`config.mk`:
```
export PLATFORM = sky130hd
export DESIGN_NAME = password_seq_ctrl
export DESIGN_NICKNAME = d
export VERILOG_FILES = /design/src/rtl/password_pkg.sv /design/src/rtl/password_timer.sv /design/src/rtl/password_seq_ctrl.sv
export SDC_FILE = /design/constraint.sdc
export NUM_CORES = 1
export LEC_CHECK = 0
export ABC_AREA = 1
export ABC_CLOCK_PERIOD_IN_PS = 3100
export CELL_PAD_IN_SITES_DETAIL_PLACEMENT = 0
export CELL_PAD_IN_SITES_GLOBAL_PLACEMENT = 1
export CORE_MARGIN = 2
export CORE_UTILIZATION = 43
export DETAILED_ROUTE_END_ITERATION = 6
export GPL_TIMING_DRIVEN = 0
export PLACE_DENSITY = 0.77
export SLEW_MARGIN = 20
export SYNTH_ARGS = -nofsm -noshare
export SYNTH_HDL_FRONTEND = slang
export SYNTH_HIERARCHICAL = 1
export SYNTH_SLANG_ARGS = --single-unit
```
`constraint.sdc`:
```
create_clock -name clk -period 3.1 [get_ports clk]
set_input_delay 0.775 -clock clk [delete_from_list [all_inputs] [get_ports clk]]
set_output_delay 0.775 -clock clk [all_outputs]
set_load 0.05 [all_outputs]
```
`src/rtl/password_pkg.sv`:
```
// ---------------------------------------------------------------------------
// password_pkg
// Shared definitions for the 4-digit password lock.
//   state_t          : controller state encoding, also driven onto state_code
//   DEF_DIG_1..4     : code loaded at reset (2,0,1,6)
//   DIGIT_MAX        : highest legal digit value; shared with encoder and HEX driver
//   CODE_LEN         : number of digits in a code
//   max3()           : constant helper used to size the shared timer
// ---------------------------------------------------------------------------
package password_pkg;

   typedef enum logic [2:0] {
      ST_IDLE     = 3'd0,
      ST_ENTRY    = 3'd1,
      ST_UNLOCKED = 3'd2,
      ST_ERROR    = 3'd3,
      ST_LOCKOUT  = 3'd4,
      ST_PROG     = 3'd5
   } state_t;

   localparam int unsigned DEF_DIG_1 = 2;
   localparam int unsigned DEF_DIG_2 = 0;
   localparam int unsigned DEF_DIG_3 = 1;
   localparam int unsigned DEF_DIG_4 = 6;

   localparam int unsigned DIGIT_MAX = 9;
   localparam int unsigned CODE_LEN  = 4;

   function automatic int unsigned max3(input int unsigned a,
                                        input int unsigned b,
                                        input int unsigned c);
      int unsigned m;
      m = (a > b) ? a : b;
      return (m > c) ? m : c;
   endfunction

endpackage : password_pkg

```
`src/rtl/password_timer.sv`:
```
// ---------------------------------------------------------------------------
// password_timer
// Loadable down-counter shared by every timed state of the controller.
// The count decrements once per cycle while nonzero and holds at zero.
// A state whose timer is loaded with N-1 on entry lasts exactly N cycles.
//   clk        in   system clock
//   rst        in   synchronous active-high reset (count -> 0)
//   load       in   load load_value this cycle (takes priority)
//   load_value in   WIDTH value to load
//   zero       out  count is zero
// ---------------------------------------------------------------------------
module password_timer #(
   parameter int unsigned WIDTH = 11
) (
   input  logic             clk,
   input  logic             rst,
   input  logic             load,
   input  logic [WIDTH-1:0] load_value,
   output logic             zero
);

   logic [WIDTH-1:0] count_q;

   // NOTE: sequential state uses non-blocking assignments so every flop
   // samples the pre-edge values regardless of process ordering.
   always_ff @(posedge clk) begin
      if (rst) begin
         count_q <= '0;
      end else if (load) begin
         count_q <= load_value;
      end else if (count_q != '0) begin
         count_q <= count_q - WIDTH'(1);
      end
   end

   assign zero = (count_q == '0);

endmodule : password_timer

```
`src/rtl/password_seq_ctrl.sv`:
```
// ---------------------------------------------------------------------------
// password_seq_ctrl
// Sequencing controller for the 4-digit password lock. Checks digit events
// against the stored code, rejects on the first wrong digit, counts failed
// attempts with a timed lockout, relocks automatically after a timed unlock,
// and lets the code be re-programmed from the unlocked state.
//   clk          in   system clock
//   rst          in   synchronous active-high reset
//   digit_valid  in   one-cycle pulse: new digit pressed
//   digit        in   digit value, sampled when digit_valid=1
//   prog_req     in   one-cycle pulse: request code change
//   state_code   out  current state encoding (see password_pkg::state_t)
//   digit_count  out  digits accepted in the current entry
//   fail_count   out  consecutive failed attempts (saturates at MAX_FAIL)
//   unlocked     out  high while UNLOCKED
//   locked       out  high while LOCKOUT
//   error_pulse  out  one-cycle pulse on entry to ERROR
//   code_updated out  one-cycle pulse when a new code is committed
// All outputs come straight from flops.
// ---------------------------------------------------------------------------
module password_seq_ctrl
   import password_pkg::*;
#(
   parameter int unsigned DIG_1         = DEF_DIG_1,
   parameter int unsigned DIG_2         = DEF_DIG_2,
   parameter int unsigned DIG_3         = DEF_DIG_3,
   parameter int unsigned DIG_4         = DEF_DIG_4,
   parameter int unsigned WIRE_SIZE     = 4,
   parameter int unsigned MAX_FAIL      = 3,
   parameter int unsigned ERR_CYCLES    = 250,
   parameter int unsigned UNLOCK_CYCLES = 1000,
   parameter int unsigned LOCK_CYCLES   = 2000
) (
   input  logic                 clk,
   input  logic                 rst,
   input  logic                 digit_valid,
   input  logic [WIRE_SIZE-1:0] digit,
   input  logic                 prog_req,
   output logic [2:0]           state_code,
   output logic [2:0]           digit_count,
   output logic [2:0]           fail_count,
   output logic                 unlocked,
   output logic                 locked,
   output logic                 error_pulse,
   output logic                 code_updated
);

   localparam int unsigned MAX_CYC = max3(ERR_CYCLES, UNLOCK_CYCLES, LOCK_CYCLES);
   localparam int unsigned TW      = ($clog2(MAX_CYC) < 1) ? 1 : $clog2(MAX_CYC);

   localparam logic [TW-1:0]        ERR_LOAD    = TW'(ERR_CYCLES - 1);
   localparam logic [TW-1:0]        UNLOCK_LOAD = TW'(UNLOCK_CYCLES - 1);
   localparam logic [TW-1:0]        LOCK_LOAD   = TW'(LOCK_CYCLES - 1);
   localparam logic [WIRE_SIZE-1:0] DMAX        = WIRE_SIZE'(DIGIT_MAX);
   localparam logic [2:0]           FAIL_SAT    = 3'(MAX_FAIL);
   localparam logic [2:0]           LAST_IDX    = 3'(CODE_LEN - 1);

   state_t               state_q, state_d;
   logic [2:0]           dcnt_q, dcnt_d;
   logic [2:0]           fail_q, fail_d;
   logic                 unl_q, lock_q, err_q, upd_q;
   logic                 err_d, upd_d;
   logic [WIRE_SIZE-1:0] code_q   [CODE_LEN];
   logic [WIRE_SIZE-1:0] shadow_q [CODE_LEN];

   logic                 tmr_load;
   logic [TW-1:0]        tmr_value;
   logic                 tmr_zero;
   logic                 shadow_we;
   logic                 commit;
   logic                 digit_ok;

   password_timer #(.WIDTH(TW)) u_timer (
      .clk        (clk),
      .rst        (rst),
      .load       (tmr_load),
      .load_value (tmr_value),
      .zero       (tmr_zero)
   );

   assign digit_ok = (digit <= DMAX);

   // NOTE: every signal assigned here gets a default first, so no path
   // through the case can leave one unassigned and infer a latch.
   always_comb begin
      state_d   = state_q;
      dcnt_d    = dcnt_q;
      fail_d    = fail_q;
      err_d     = 1'b0;
      upd_d     = 1'b0;
      tmr_load  = 1'b0;
      tmr_value = '0;
      shadow_we = 1'b0;
      commit    = 1'b0;

      unique case (state_q)
         ST_IDLE, ST_ENTRY: begin
            if (digit_valid) begin
               if (digit_ok && (digit == code_q[dcnt_q[1:0]])) begin
                  if (dcnt_q == LAST_IDX) begin
                     state_d   = ST_UNLOCKED;
                     dcnt_d    = '0;
                     fail_d    = '0;
                     tmr_load  = 1'b1;
                     tmr_value = UNLOCK_LOAD;
                  end else begin
                     state_d = ST_ENTRY;
                     dcnt_d  = dcnt_q + 3'd1;
                  end
               end else begin
                  // Reject at the first wrong digit rather than after four.
                  state_d   = ST_ERROR;
                  err_d     = 1'b1;
                  dcnt_d    = '0;
                  fail_d    = (fail_q >= FAIL_SAT) ? FAIL_SAT : fail_q + 3'd1;
                  tmr_load  = 1'b1;
                  tmr_value = ERR_LOAD;
               end
            end
         end

         ST_UNLOCKED: begin
            // prog_req outranks both a same-cycle relock and a stray digit.
            if (prog_req) begin
               state_d = ST_PROG;
               dcnt_d  = '0;
            end else if (tmr_zero) begin
               state_d = ST_IDLE;
            end
         end

         ST_ERROR: begin
            if (tmr_zero) begin
               if (fail_q == FAIL_SAT) begin
                  state_d   = ST_LOCKOUT;
                  tmr_load  = 1'b1;
                  tmr_value = LOCK_LOAD;
               end else begin
                  state_d = ST_IDLE;
               end
            end
         end

         ST_LOCKOUT: begin
            if (tmr_zero) begin
               state_d = ST_IDLE;
               fail_d  = '0;
            end
         end

         ST_PROG: begin
            if (digit_valid && digit_ok) begin
               shadow_we = 1'b1;
               if (dcnt_q == LAST_IDX) begin
                  commit  = 1'b1;
                  upd_d   = 1'b1;
                  state_d = ST_IDLE;
                  dcnt_d  = '0;
               end else begin
                  dcnt_d = dcnt_q + 3'd1;
               end
            end
         end

         default: begin
            state_d = ST_IDLE;
            dcnt_d  = '0;
         end
      endcase
   end

   always_ff @(posedge clk) begin
      if (rst) begin
         state_q   <= ST_IDLE;
         dcnt_q    <= '0;
         fail_q    <= '0;
         unl_q     <= 1'b0;
         lock_q    <= 1'b0;
         err_q     <= 1'b0;
         upd_q     <= 1'b0;
         code_q[0] <= WIRE_SIZE'(DIG_1);
         code_q[1] <= WIRE_SIZE'(DIG_2);
         code_q[2] <= WIRE_SIZE'(DIG_3);
         code_q[3] <= WIRE_SIZE'(DIG_4);
      end else begin
         state_q <= state_d;
         dcnt_q  <= dcnt_d;
         fail_q  <= fail_d;
         unl_q   <= (state_d == ST_UNLOCKED);
         lock_q  <= (state_d == ST_LOCKOUT);
         err_q   <= err_d;
         upd_q   <= upd_d;
         if (commit) begin
            // The last digit goes straight in; the first three come from the shadow.
            code_q[0] <= shadow_q[0];
            code_q[1] <= shadow_q[1];
            code_q[2] <= shadow_q[2];
            code_q[3] <= digit;
         end
      end
   end

   // NOTE: the shadow code needs no reset: each PROG pass rewrites every
   // entry that a commit reads, and reset simply drops a half-entered code.
   always_ff @(posedge clk) begin
      if (shadow_we) begin
         shadow_q[dcnt_q[1:0]] <= digit;
      end
   end

   assign state_code   = state_q;
   assign digit_count  = dcnt_q;
   assign fail_count   = fail_q;
   assign unlocked     = unl_q;
   assign locked       = lock_q;
   assign error_pulse  = err_q;
   assign code_updated = upd_q;

endmodule : password_seq_ctrl

```
==> results_dict.tcl <==
# yosys + openroad results
set metrics [dict create \
    crit_arrival_ps 3050 \
    die_area_mm2 0.007088 \
    die_h_um 84.19 \
    drive_gt1_share_pct 9.763 \
    wl_per_cell_um 12.00 \
    finalWorstSetupSlack_ps 294.7 \
    die_w_um 84.19 \
    ys_sh_xor_pct 0.6335 \
    adder_share_pct 3.167 \
    netlist.top_cell.by_area "edfxtp_1" \
    dr_wl_met2_um 2594 \
    core_mm2 0.006277 \
    cpPeakStageDelay_ps 500 \
    synth-compound-area-share_pct 6.109 \
    combPwrFrac_pct 38.6 \
    remaining_drc_errors 0 \
    gp_congestion 0.8178 \
    yosysUniqueCellTypes 34 \
    cts-root-buf "clkbuf_8" \
    swShare_pct 38.51 \
    first_global_vias 2095 \
    wl_met3_um 131 \
    p_clk_share_pct 21.3 \
    grt_pass1_wl_um 9591 \
    placedCellCount 448 \
    internal-power_mw 1.388 \
    synth-main-ff-cell "edfxtp_1" \
    cts.path.max_buffers 2 \
    ys_ff 54 \
    async_reset_ff_share_pct 0 \
    clock.fmax_ghz 0.3565 \
    clk_latency_ps 310 \
    power.leakage_nw 1.385 \
    slew_headroom_pct 57.66 \
    yosysMostFrequentCell "nand2_1" \
    post-route-period-util_pct 90.49 \
    postRouteAntennaNets 0 \
    status "complete, no violations" \
    antenna_found_initial 0 \
    n_antenna_cell 0 \
    cp_cell_sequence "clkdlybuf4s50_1 -> inv_1 -> nand2_1 -> nand2_1 -> nand2_1 -> nor2_2 -> nand3_1 -> nand2_1 -> nand2_1 -> inv_1 -> clkbuf_4 -> nand2_1 -> o21ai_0 -> nand2_1 -> nor2_1" \
    post_drt_via_cell_ratio 4.800 \
    wl_um 5472 \
    maxUsedRoutingLayer "met4" \
    logic_family "simple AND/OR/NAND/NOR gates" \
    stdcell_count 456 \
    warnings 29 \
    io_buffers 20 \
]
sequential cells by signal, summed over array words and instances (netlist names), named ones only:
name             cells
fail_count           3
state_code           3
digit_count          3
unlocked             1
error_pulse          1
code_q              16
u_timer/count_q     11
shadow_q            12
code_updated         1
locked               1
power groups by stage:
stage          sequential, mW  clock [mW]  combinational [mW]
4_1_cts                 0.905       0.493               0.873
3_5_place_dp            0.921           0               0.869
5_1_grt                 0.921       0.519               0.991
2_1_floorplan           0.979           0               0.618
3_3_place_gp            0.920           0               0.862
6_report                0.906       0.481               0.870
worst max-delay path, delay by kind of cell:
kind	cells	cell delay (ps)
and+or+nand+nor	10	1070
buffers and inverters	4	1060
AOI/OAI and AO/OA	1	130
layout by cell type, fill, tap and decap left out, types with 3 or more instances in the layout:
master           synthesis  routed
nor2_1                  49      49
nand3_1                 34      34
dfxtp_1                 26      26
ha_1                     7       7
nor3_1                   5       5
edfxtp_1                28      28
a21oi_1                 13      13
nand4_1                  3       3
nor2_2                   3       3
clkbuf_8                 0       5
o21ai_0                 10      10
nand2_1                 84      84
or2_2                    4       4
inv_1                   54      54
nand2_2                  6       6
clkdlybuf4s50_1          0      20
per-stage QoR:
step	total power [mW]	hold WS, ps
after floorplan	1.597	470.9
after global placement	1.782	450.1
after detailed placement	1.791	450.4
after CTS	2.271	467.0
after global routing	2.430	501.8
final	2.257	464.7
cell families (layout without fill, tap and decap cells):
kind of cell | count (synthesis) | count (layout)
DFF | 54 | 54
buffers and inverters | 63 | 91
xor gates and xnor gates | 2 | 2
adders and majority gates | 7 | 7
and+or+nand+nor | 194 | 194
AOI/OAI and AO/OA | 30 | 30
muxes | 1 | 1
layout make-up:
class                   count  area [um^2]
inverters                  58        227.7
clock buffers               5        68.82
flip-flops and latches     54         1361
repair buffers             20        200.2
multi-input cells         234         1146
plain buffers               5        32.53
well taps                  77        96.34
fillers                   630         3097
clock inverters             3        47.55
layer usage:
metal	vias up	GRT usage, %
met2	24	28.57
met3	7	2.852
li1	1173	-
met1	985	21.91
met5	-	0
met4	0	4.399
worst paths after layout:
kind	from	endpoint	cells past startpoint	slack, ps
worst min-delay path	digit_count[2]$_SDFFE_PP0N_	digit_count[2]$_SDFFE_PP0N_	2	460
worst max register to register	u_timer/count_q[0]$_SDFFE_PP0P_	u_timer/count_q[4]$_SDFFE_PP0P_	12	380
worst max-delay path	digit[1]	u_timer/count_q[6]$_SDFFE_PP0P_	15	290
worst min register to register	digit_count[2]$_SDFFE_PP0N_	digit_count[2]$_SDFFE_PP0N_	2	460
layer_met1.png
Scale bar: 20 um.
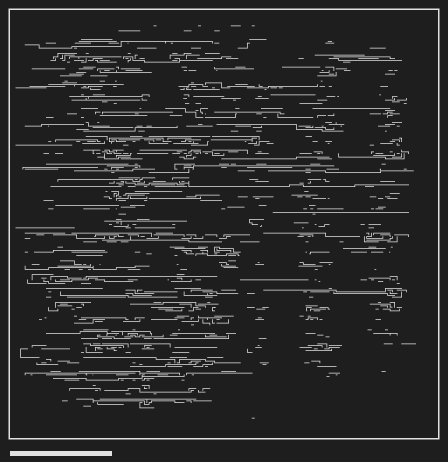
nets with wire on the layer = 367
main direction = horizontal
wire length on this layer = 2680 um
share of all routed wire = 49%
longest straight run = 27.6 um

layer_met2.png
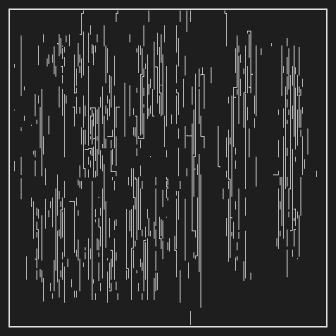
nets with wire on the layer = 286
longest straight run = 35.4 um
wire length on this layer = 2590 um
share of all routed wire = 47%

Power is estimated from default activity; no workload was simulated.
